==> src/rtl/partial_reduce_pipe_if.sv <==
// Handshake bundle for partial_reduce_pipe: operand input side, flush,
// and the FIFO head / occupancy output side.
interface partial_reduce_pipe_if #(
  parameter int WIDTH = 2,
  parameter int NCH   = 2,
  parameter int DEPTH = 2
);
  localparam int CNT_W = $clog2(DEPTH + 1);

  logic [NCH*(WIDTH-1)-1:0] I;
  logic [NCH-1:0]           lifted_input;
  logic                     in_valid;
  logic                     in_ready;
  logic                     flush;
  logic [WIDTH-1:0]         O;
  logic [WIDTH-1:0]         O_n;
  logic                     lifted_output;
  logic                     out_valid;
  logic                     out_ready;
  logic [CNT_W-1:0]         count;

  // Environment side: offers operands, consumes results.
  modport master (
    output I, lifted_input, in_valid, flush, out_ready,
    input  in_ready, O, O_n, lifted_output, out_valid, count
  );

  // Block side.
  modport slave (
    input  I, lifted_input, in_valid, flush, out_ready,
    output in_ready, O, O_n, lifted_output, out_valid, count
  );
endinterface

==> src/rtl/partial_reduce_pipe.sv <==
// Bitwise OR/AND/XOR reduction across NCH operand channels, registered in a
// single stage (S1) and then buffered in a DEPTH-entry output FIFO.
module partial_reduce_pipe #(
  parameter int WIDTH = 2,
  parameter int NCH   = 2,
  parameter int DEPTH = 2,
  parameter int MODE  = 0
) (
  input logic                 CLK,
  input logic                 ASYNCRESETN,
  partial_reduce_pipe_if.slave bus
);
  localparam int PTR_W = (DEPTH > 1) ? $clog2(DEPTH) : 1;
  localparam int CNT_W = $clog2(DEPTH + 1);
  localparam int LOW_W = WIDTH - 1;

  typedef logic [WIDTH-1:0] word_t;

  // Each channel operand is its lifted MSB over its slice of low bits.
  function automatic word_t reduce_ops(input logic [NCH*LOW_W-1:0] low,
                                       input logic [NCH-1:0]       msb);
    word_t acc;
    word_t op;
    acc = {msb[0], low[0 +: LOW_W]};
    for (int c = 1; c < NCH; c++) begin
      op = {msb[c], low[c*LOW_W +: LOW_W]};
      case (MODE)
        1:       acc = acc & op;
        2:       acc = acc ^ op;
        default: acc = acc | op;
      endcase
    end
    return acc;
  endfunction

  // Pointers wrap at DEPTH-1 so non-power-of-two depths work.
  function automatic logic [PTR_W-1:0] ptr_next(input logic [PTR_W-1:0] p);
    if (p == PTR_W'(DEPTH - 1)) return '0;
    return p + 1'b1;
  endfunction

  word_t            res_p0;
  word_t            res_p1;
  logic             vld_p1;
  word_t            mem [DEPTH];
  logic [PTR_W-1:0] wr_ptr;
  logic [PTR_W-1:0] rd_ptr;
  logic [CNT_W-1:0] count_q;
  logic             rdy_en;
  logic             fifo_has_room;
  logic             pop;
  logic             push_fifo;
  logic             accept;
  word_t            head;

  // ---- stage p0: combinational reduction of the offered operand set ----
  assign res_p0 = reduce_ops(bus.I, bus.lifted_input);

  assign fifo_has_room = (count_q < CNT_W'(DEPTH));
  assign pop           = bus.out_valid && bus.out_ready && !bus.flush;
  assign push_fifo     = vld_p1 && (fifo_has_room || pop) && !bus.flush;
  assign bus.in_ready  = rdy_en
                       && (!vld_p1 || fifo_has_room || (bus.out_valid && bus.out_ready))
                       && !bus.flush;
  assign accept        = bus.in_valid && bus.in_ready;

  // Holds in_ready low during reset and for the first edge after release.
  always_ff @(posedge CLK or negedge ASYNCRESETN) begin
    if (!ASYNCRESETN) rdy_en <= 1'b0;
    else              rdy_en <= 1'b1;
  end

  // ---- stage p1: S1 register, filled on handshake, drained into the FIFO ----
  // S1 captures a new result on handshake, or empties when it moves into the FIFO.
  always_ff @(posedge CLK or negedge ASYNCRESETN) begin
    if (!ASYNCRESETN) begin
      vld_p1 <= 1'b0;
      res_p1 <= '0;
    end else if (bus.flush) begin
      vld_p1 <= 1'b0;
    end else if (accept) begin
      vld_p1 <= 1'b1;
      res_p1 <= res_p0;
    end else if (push_fifo) begin
      vld_p1 <= 1'b0;
    end
  end

  // ---- stage p2: output FIFO ----
  // FIFO storage, pointers and occupancy; flush drops everything in flight.
  always_ff @(posedge CLK or negedge ASYNCRESETN) begin
    if (!ASYNCRESETN) begin
      for (int i = 0; i < DEPTH; i++) mem[i] <= '0;
      wr_ptr  <= '0;
      rd_ptr  <= '0;
      count_q <= '0;
    end else if (bus.flush) begin
      wr_ptr  <= '0;
      rd_ptr  <= '0;
      count_q <= '0;
    end else begin
      if (push_fifo) begin
        mem[wr_ptr] <= res_p1;
        wr_ptr      <= ptr_next(wr_ptr);
      end
      if (pop) rd_ptr <= ptr_next(rd_ptr);
      case ({push_fifo, pop})
        2'b10:   count_q <= count_q + 1'b1;
        2'b01:   count_q <= count_q - 1'b1;
        default: count_q <= count_q;
      endcase
    end
  end

  // Outputs come from the head entry only, never from the inputs.
  assign head              = mem[rd_ptr];
  assign bus.O             = head;
  assign bus.O_n           = ~head;
  assign bus.lifted_output = head[0];
  assign bus.out_valid     = (count_q != '0);
  assign bus.count         = count_q;

endmodule

==> src/flat_wrapper.sv <==
// flat-port wrapper written by rule: the top's interface ports become plain ports
module partial_reduce_pipe_flat 
#(
  parameter int WIDTH = 2,
  parameter int NCH   = 2,
  parameter int DEPTH = 2,
  parameter int MODE  = 0
)
  (CLK, ASYNCRESETN, bus_I, bus_lifted_input, bus_in_valid, bus_flush, bus_out_ready, bus_in_ready, bus_O, bus_O_n, bus_lifted_output, bus_out_valid, bus_count);
  partial_reduce_pipe_if #(.WIDTH(WIDTH), .NCH(NCH), .DEPTH(DEPTH)) bus_i ();
  input logic CLK;
  input logic ASYNCRESETN;
  input wire logic [$bits(bus_i.I)-1:0] bus_I;
  input wire logic [$bits(bus_i.lifted_input)-1:0] bus_lifted_input;
  input wire logic [$bits(bus_i.in_valid)-1:0] bus_in_valid;
  input wire logic [$bits(bus_i.flush)-1:0] bus_flush;
  input wire logic [$bits(bus_i.out_ready)-1:0] bus_out_ready;
  output wire logic [$bits(bus_i.in_ready)-1:0] bus_in_ready;
  output wire logic [$bits(bus_i.O)-1:0] bus_O;
  output wire logic [$bits(bus_i.O_n)-1:0] bus_O_n;
  output wire logic [$bits(bus_i.lifted_output)-1:0] bus_lifted_output;
  output wire logic [$bits(bus_i.out_valid)-1:0] bus_out_valid;
  output wire logic [$bits(bus_i.count)-1:0] bus_count;
  assign bus_i.I = bus_I;
  assign bus_i.lifted_input = bus_lifted_input;
  assign bus_i.in_valid = bus_in_valid;
  assign bus_i.flush = bus_flush;
  assign bus_i.out_ready = bus_out_ready;
  assign bus_in_ready = bus_i.in_ready;
  assign bus_O = bus_i.O;
  assign bus_O_n = bus_i.O_n;
  assign bus_lifted_output = bus_i.lifted_output;
  assign bus_out_valid = bus_i.out_valid;
  assign bus_count = bus_i.count;
  partial_reduce_pipe #(.WIDTH(WIDTH), .NCH(NCH), .DEPTH(DEPTH), .MODE(MODE)) u_core (.CLK(CLK), .ASYNCRESETN(ASYNCRESETN), .bus(bus_i));
endmodule
==> config.mk <==
export PLATFORM = sky130hd
export DESIGN_NAME = partial_reduce_pipe_flat
export DESIGN_NICKNAME = d
export VERILOG_FILES = /design/src/rtl/partial_reduce_pipe_if.sv /design/src/rtl/partial_reduce_pipe.sv /design/src/flat_wrapper.sv
export SDC_FILE = /design/constraint.sdc
export NUM_CORES = 1
export LEC_CHECK = 0
export CORE_MARGIN = 4
export CORE_UTILIZATION = 40
export DETAILED_ROUTE_END_ITERATION = 8
export PLACE_DENSITY = 0.7
export REMOVE_ABC_BUFFERS = 1
export SLEW_MARGIN = 20
export SYNTH_ARGS = -nofsm -noshare
export SYNTH_HDL_FRONTEND = slang
export SYNTH_SLANG_ARGS = --single-unit
==> constraint.sdc <==
create_clock -name CLK -period 1.7 [get_ports CLK]
set_clock_uncertainty 0.15 [all_clocks]
set_input_delay 0.17 -clock CLK [delete_from_list [all_inputs] [get_ports CLK]]
set_output_delay 0.17 -clock CLK [all_outputs]
set_load 0.02 [all_outputs]
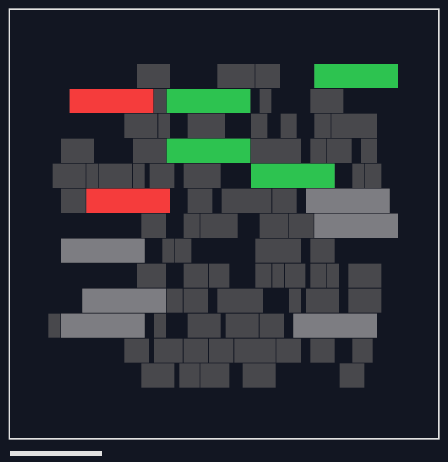
Run 1: sequential cells grouped by signal name
Scale bar: 10 um. Other sequential cells in the stronger gray, the rest of the logic in the fainter gray.
- u_core.mem: green (placed flops 4; where top middle)
- u_core.res_p1: red (placed flops 2)
- not colored: 6
Seq power: 349 uW
share of cell area taken by flip-flops and latches: 0.340
area of all sequential standard cells: 300 um^2
final core area utilization: 0.654

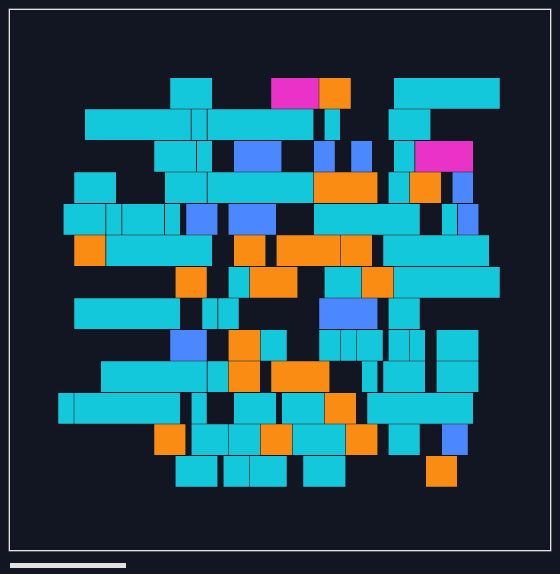
Run 1: sizing map
Scale bar: 10 um.
- drive 3 to 4: orange (cells 18; most used buf_4)
- drive 6 and up: magenta (cells 2)
- drive 2: blue (cells 10; most used clkbuf_2)
- drive 1 or less: cyan (cells 55; most used dfrtp_1)
Setup WS post-layout: 0.0771 ns
Non-clk bufs: 28
final non-filler cell area: 883 um^2

==> CHANGELOG.md, run 1 <==
## Flow update

* Largest net degree at the start of global routing at 13
* Via density per instance at 5.14
* Placed wire-length estimate at 1090 um
* Synthesized-area fraction occupied by adder cells at 0
* Horiz. Die Dim at 46.6 um
* Number of synthesized register bits at 12
* Final critical-path share of the clock period at 0.955
* Hold WC Path Type: input port to asynchronous set/reset pin
* First-pass GRT wire length at 2460 um
* Aggregate global-route resource usage at 0.169
* Launching element of the worst setup path: u_core.bus.count[1]$_DFFE_PN0P_
* CTS tree: built
* Clock-cell share of area at 0.0411
* Warnings, synthesis at 0
* Power group with the highest consumption: sequential cells
* Final-layout fill cell count at 116
* Total number of warnings across the stage logs at 25
* Layer with the highest usage after global routing: met2
* Clk slew on worst S/H paths at 0.08 ns
* Cells after synthesis at 54
* IO buf count at 17
* Worst R2R Start: u_core.bus.count[1]$_DFFE_PN0P_
* Kind of cell with the highest combined delay on the critical path: flip-flops
* Hold Buf Count CTS at 0
* Total wire length at 1440 um
* Fraction of cell area in non-clock buffers at 0.266
* Core area at 1350 um^2
* Count of TritonRoute iterations in the first routing pass at 4
* Data arrival time of the worst path at 1.30 ns
* Peak supply drop at 0.000653 V
* Crit Path Max Fanout at 5
* Top-level port count at 18
* Post-cts repair resize count at 9
* Area fraction in and, or, nand and nor cells after synthesis at 0.170
* Share of Yosys cell area claimed by the top area cell type at 0.503
* GR Util met3 at 0.0820
* Comb_multi_in at 34
* Leakage power of the design at 0.000448 uW
* R2r endpoint: u_core.mem[0]$_DFFE_PN0P_
* CP Launch Type: register
* Met1 usage in global routing at 0.182
* Slew margin rel. at 0.637
* Run status: finished, final reports clean
* Count of endpoints failing hold in the final timing report at 0
* Post-layout net count at 95
* Final Non-Filler Cells at 100
* Cell types occupying the most area after synthesis: sky130_fd_sc_hd__dfrtp_1 50%, sky130_fd_sc_hd__mux2i_1 6.7%, sky130_fd_sc_hd__mux2_4 5.0%, sky130_fd_sc_hd__inv_1 4.4%, sky130_fd_sc_hd__mux2_2 3.8%
* WP data required at 1.38 ns
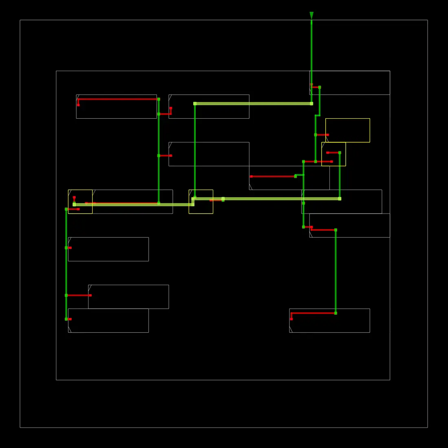
Run 1: the clock network
power in the clock group: 229 uW
Layout clock buffers: 4
sequential cell count: 12
total clock buffers created by CTS: 3
sink count of the clock tree: 12

run 1: registers in the layout, indices dropped and copies added, names as in the netlist:
name / cells
u_core.bus.count: 2
u_core.rdy_en: 1
u_core.mem: 4
u_core.rd_ptr: 1
u_core.res_p1: 2
u_core.vld_p1: 1
u_core.wr_ptr: 1
run 1: worst reg2reg max path, delay by kind of cell (launching register included):
kind	cells	cell delay [ns]
simple gates	2	0.56
mux	1	0.31
flops	1	0.43
run 1: cells in the mapped netlist:
master / count
sky130_fd_sc_hd__nor3b_1: 1
sky130_fd_sc_hd__and4_1: 1
sky130_fd_sc_hd__dfrtp_1: 12
sky130_fd_sc_hd__o21ai_0: 4
sky130_fd_sc_hd__or2_2: 1
sky130_fd_sc_hd__o211ai_1: 1
sky130_fd_sc_hd__mux2_2: 2
sky130_fd_sc_hd__o311a_1: 1
sky130_fd_sc_hd__nor2b_1: 1
sky130_fd_sc_hd__mux2_4: 2
sky130_fd_sc_hd__conb_1: 1
sky130_fd_sc_hd__or3b_4: 1
sky130_fd_sc_hd__and3_1: 1
sky130_fd_sc_hd__a21oi_1: 2
sky130_fd_sc_hd__nor3_1: 1
sky130_fd_sc_hd__inv_1: 7
sky130_fd_sc_hd__or3_2: 1
sky130_fd_sc_hd__nor2b_4: 1
sky130_fd_sc_hd__mux2i_1: 4
sky130_fd_sc_hd__nand2b_1: 1
sky130_fd_sc_hd__xor2_1: 1
sky130_fd_sc_hd__nand3b_1: 1
sky130_fd_sc_hd__nand2_1: 1
sky130_fd_sc_hd__nor2_1: 3
sky130_fd_sc_hd__buf_4: 1
sky130_fd_sc_hd__a31o_2: 1
run 1: metal layers:
metal,vias up,share of wire
met4,0,0.010
met5,-,0
met3,2,0.061
met1,248,0.40
met2,18,0.53
li1,246,-
==> run 2: changes to the inputs <==
Settings changed: MAX_ROUTING_LAYER set to met4.
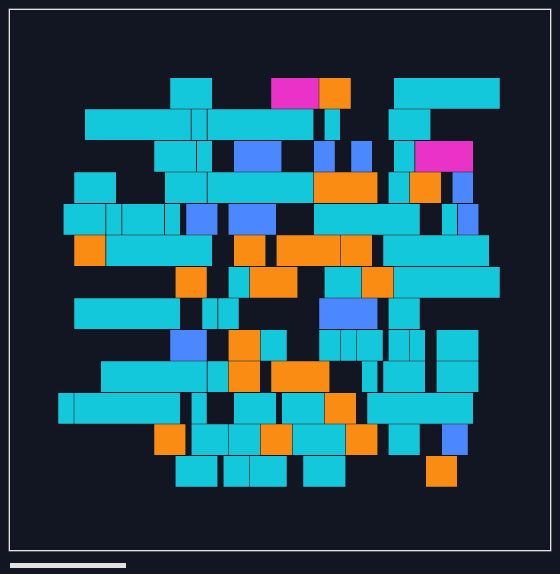
Run 2: sizing map
Scale bar: 10 um.
- drive 3 to 4: orange (cells 18; most used buf_4)
- drive 2: blue (cells 10; most used clkbuf_2)
- drive 1 or less: cyan (cells 55; most used dfrtp_1)
- drive 6 and up: magenta (cells 2)
Setup WS post-layout: 0.0795 ns
synth-to-layout area growth: 48.0%

==> CHANGELOG.md, run 2 <==
## Flow update

* Total number of warnings across the stage logs at 25 (unchanged)
* Area fraction in and, or, nand and nor cells after synthesis at 0.170 (unchanged)
* Layout clock buffers at 4 (unchanged)
* Clock-cell share of area at 0.0411 (unchanged)
* Hold WC Path Type: input port to asynchronous set/reset pin (unchanged)
* Worst R2R Start: u_core.bus.count[1]$_DFFE_PN0P_ (unchanged)
* Comb_multi_in at 34 (unchanged)
* Dominant flop cell: sky130_fd_sc_hd__dfrtp_1 (unchanged)
* Total wire length at 1430 um (was 1440 um)
* Most used standard cell by instance count after synthesis: sky130_fd_sc_hd__dfrtp_1 (unchanged)
* Launching element of the worst setup path: u_core.bus.count[1]$_DFFE_PN0P_ (unchanged)
* Non-clk bufs at 28 (unchanged)
* First-pass GRT wire length at 2440 um (was 2460 um)
* Number of flops mapped to enable cells by yosys at 0 (unchanged)
* Clk slew on worst S/H paths at 0.07 ns (was 0.08 ns)
* Final-layout fill cell count at 116 (unchanged)
* Crit Path Max Fanout at 5 (unchanged)
* Cell types occupying the most area after synthesis: sky130_fd_sc_hd__dfrtp_1 50%, sky130_fd_sc_hd__mux2i_1 6.7%, sky130_fd_sc_hd__mux2_4 5.0%, sky130_fd_sc_hd__inv_1 4.4%, sky130_fd_sc_hd__mux2_2 3.8% (unchanged)
* Horiz. Die Dim at 46.6 um (unchanged)
* Final critical-path share of the clock period at 0.953 (was 0.955)
* Leading cell types by count after synthesis: 12 x sky130_fd_sc_hd__dfrtp_1, 7 x sky130_fd_sc_hd__inv_1, 4 x sky130_fd_sc_hd__mux2i_1, 4 x sky130_fd_sc_hd__o21ai_0, 3 x sky130_fd_sc_hd__nor2_1 (unchanged)
* Warnings, synthesis at 0 (unchanged)
* Hold Buf Count CTS at 0 (unchanged)
* Number of synthesized register bits at 12 (unchanged)
* Register with the most flip-flops: u_core.mem (unchanged)
* Run status: finished, final reports clean (unchanged)
* Share of Yosys cell area claimed by the top area cell type at 0.503 (unchanged)
* Flip-flop count of the largest register after layout at 4 (unchanged)
* IO buf count at 17 (unchanged)
* CTS tree: built (unchanged)
* Top-level port count at 18 (unchanged)
* Placed wire-length estimate at 1090 um (unchanged)
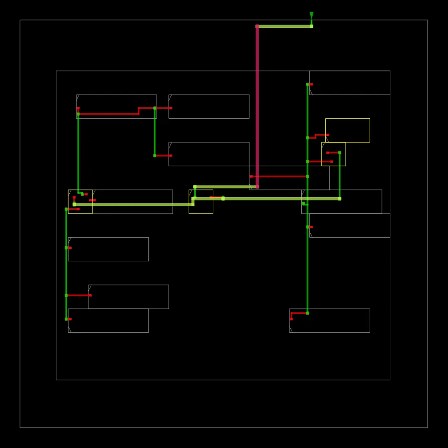
Run 2: the clock network
Clock Latency Late Sink: 0.27 ns
power in the clock group: 225 uW

==> run 2: cell counts in the layout (fill, tap and decap cells not counted) <==
Identical to the previous run, type by type.
==> run 2: routing by layer <==
| layer | GRT usage | vias up | part of all wire |
|---|---|---|---|
| met2 | 0.280 | 12 | 0.52 |
| met3 | 0.0820 | 4 | 0.056 |
| met4 | 0.0718 | 0 | 0.024 |
| met1 | 0.178 | 245 | 0.40 |
| met5 | - | - | 0 |
| li1 | - | 248 | - |
==> run 2: repair_timing <==
item,in CTS,in global routing
hold endpoints to repair,0,0
setup buffers,3,0
gates resized,9,13
setup endpoints to repair,8,7
==> run 2: through the flow <==
stage / area [um^2] / hold WS (ns)
after global routing: 883 / 0.107
after floorplan: 589 / -0.276
final: 883 / 0.0992
after CTS: 893 / 0.104
after global placement: 846 / 0.342
after detailed placement: 846 / 0.366
==> run 2: power groups by stage <==
stage,logic [uW],clock network (uW),registers (uW)
floorplan,122,0,345
global placement,248,0,348
detailed placement,255,0,353
CTS,250,232,347
global route,263,258,354
finish,241,225,349
==> run 2: worst max-delay path, cell delays in order, from the launching register on <==
cell,delay (ns)
sky130_fd_sc_hd__dfrtp_1,0.43
sky130_fd_sc_hd__or2_2,0.31
sky130_fd_sc_hd__clkdlybuf4s15_1,0.29
==> run 2: final timing paths <==
kind,slack [ns],to
setup / recovery,0.08,bus_out_valid
hold / removal,0.1,u_core.bus.count[0]$_DFFE_PN0P_
setup reg to reg,0.14,u_core.mem[0]$_DFFE_PN0P_
hold reg to reg,0.38,u_core.mem[3]$_DFFE_PN0P_
max in group asynchronous,0.94,u_core.res_p1[1]$_DFFE_PN0P_
min in group CLK,0.32,u_core.res_p1[1]$_DFFE_PN0P_
==> run 3: changes to the inputs <==
Settings changed: CELL_PAD_IN_SITES_DETAIL_PLACEMENT set to 1, CELL_PAD_IN_SITES_GLOBAL_PLACEMENT set to 1, CORE_UTILIZATION 40 to 33, PLACE_DENSITY 0.7 to unset, PLACE_DENSITY_LB_ADDON set to 0.1.
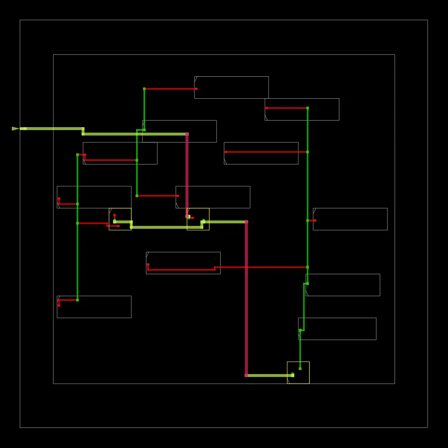
Run 3: the clock network
power in the clock group: 177 uW
Layout clock buffers: 3

==> CHANGELOG.md, run 3 <==
## Flow update

* Register-to-register path setup slack at 0.12 ns (was 0.14 ns)
* Cells after synthesis at 54 (unchanged)
* Core area at 1730 um^2 (was 1350 um^2)
* R2r endpoint: u_core.mem[1]$_DFFE_PN0P_ (was u_core.mem[0]$_DFFE_PN0P_)
* Delay of the slowest cell on the worst path at 0.45 ns (was 0.43 ns)
* Number of synthesized register bits at 12 (unchanged)
* Top-level port count at 18 (unchanged)
* Total wire length at 1400 um (was 1430 um)
* CTS tree: built (unchanged)
* Final core area utilization at 0.515 (was 0.654)
* WP data required at 1.38 ns (about the same)
* Flip-flop count of the largest register after layout at 4 (unchanged)
* Data arrival time of the worst path at 1.35 ns (was 1.30 ns)
* First-pass GRT wire length at 2280 um (was 2440 um)
* Cell-by-cell listing of the critical path: or2_2 -> dlygate4sd2_1 (was or2_2 -> clkdlybuf4s15_1)
* Clk slew on worst S/H paths at 0.07 ns (about the same)
* Dominant flop cell: sky130_fd_sc_hd__dfrtp_1 (unchanged)
* Aggregate global-route resource usage at 0.126 (was 0.173)
* Hold Buf Count CTS at 0 (unchanged)
* Post-cts repair resize count at 8 (was 9)
* Final Non-Filler Cells at 109 (was 100)
* Critical path buffer and inverter count at 1 (unchanged)
* Share of Yosys cell area claimed by the top area cell type at 0.503 (unchanged)
* Total clock buffers created by CTS at 3 (unchanged)
* Worst-path cell with the longest stage delay: sky130_fd_sc_hd__dfrtp_2 (was sky130_fd_sc_hd__dfrtp_1)
* Hold WC Path Type: input port to asynchronous set/reset pin (unchanged)
* Run status: finished, final reports clean (unchanged)
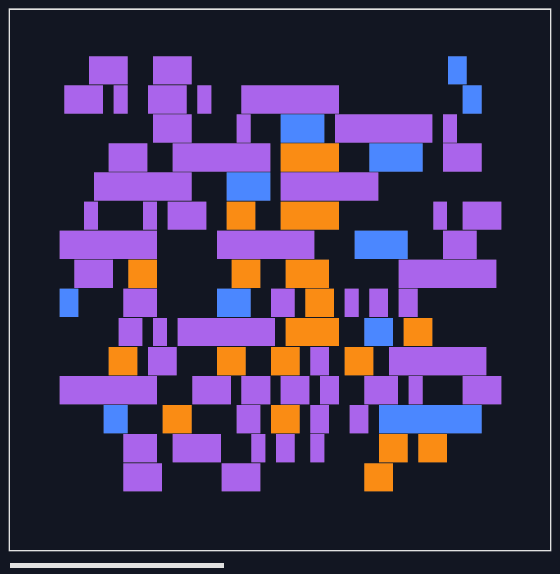
Run 3: sizing map
Scale bar: 20 um.
- drive 3 to 4: orange (cells 18; most used buf_4)
- drive 1 or less: purple (cells 55; most used dfrtp_1)
- drive 2: blue (cells 11; most used clkbuf_2)
Setup WS post-layout: 0.0318 ns
final non-filler cell area: 890 um^2

## run 3: netlist changes by cell type in the layout (fill, tap and decap cells not counted), sizes merged
| cell | change |
|---|---|
| buf | -1 |
| clkbuf | -2 |
| clkdlybuf4s50 | +1 |
| dlygate4sd2 | +1 |
## run 3: metal layers
metal,part of all wire,track usage
met5,0,-
met1,0.47,0.159
met2,0.45,0.183
met4,0.021,0.0404
met3,0.058,0.0534
## run 3: area by class of cell
type | count | area (um^2) | share of cell area
sequential | 12 | 302 | 0.339
multi-input combinational | 34 | 270 | 0.304
timing repair buffer | 28 | 238 | 0.267
tap | 25 | 31.3 | 0.0352
inverter | 7 | 26.3 | 0.0295
clock buffer | 3 | 22.5 | 0.0253
## run 3: power by group
part	leakage [uW]	internal (uW)	switching, uW
registers	0.000147	322	26.7
clock network	0.0000138	82.1	95.0
logic	0.000282	112	114
total	0.000443	517	236
## run 3: cells by family after synthesis
kind of cell / after synthesis / share of synthesized area
compound gates: 9 / 0.0943
xor+xnor: 1 / 0.0147
buf+inv: 8 / 0.0566
flops: 12 / 0.503
mux: 8 / 0.155
other cells: 1 / 0.00628
simple gates: 15 / 0.170
## run 3: worst max path at each step
stage	startpoint	end	slack (ns)	cells past startpoint
after floorplan	u_core.bus.count[1]$_DFFE_PN0P_	u_core.mem[0]$_DFFE_PN0P_	0.06	3
after global placement	bus_out_ready	bus_in_ready	-0.15	4
after detailed placement	bus_out_ready	bus_in_ready	-0.15	4
after CTS	u_core.rd_ptr$_DFFE_PN0P_	bus_lifted_output	-0.03	4
after global routing	u_core.bus.count[1]$_DFFE_PN0P_	bus_out_valid	-0.02	2
final	u_core.bus.count[1]$_DFFE_PN0P_	bus_out_valid	0.03	2
No activity file was given, so power comes from the tool's default toggle rates.
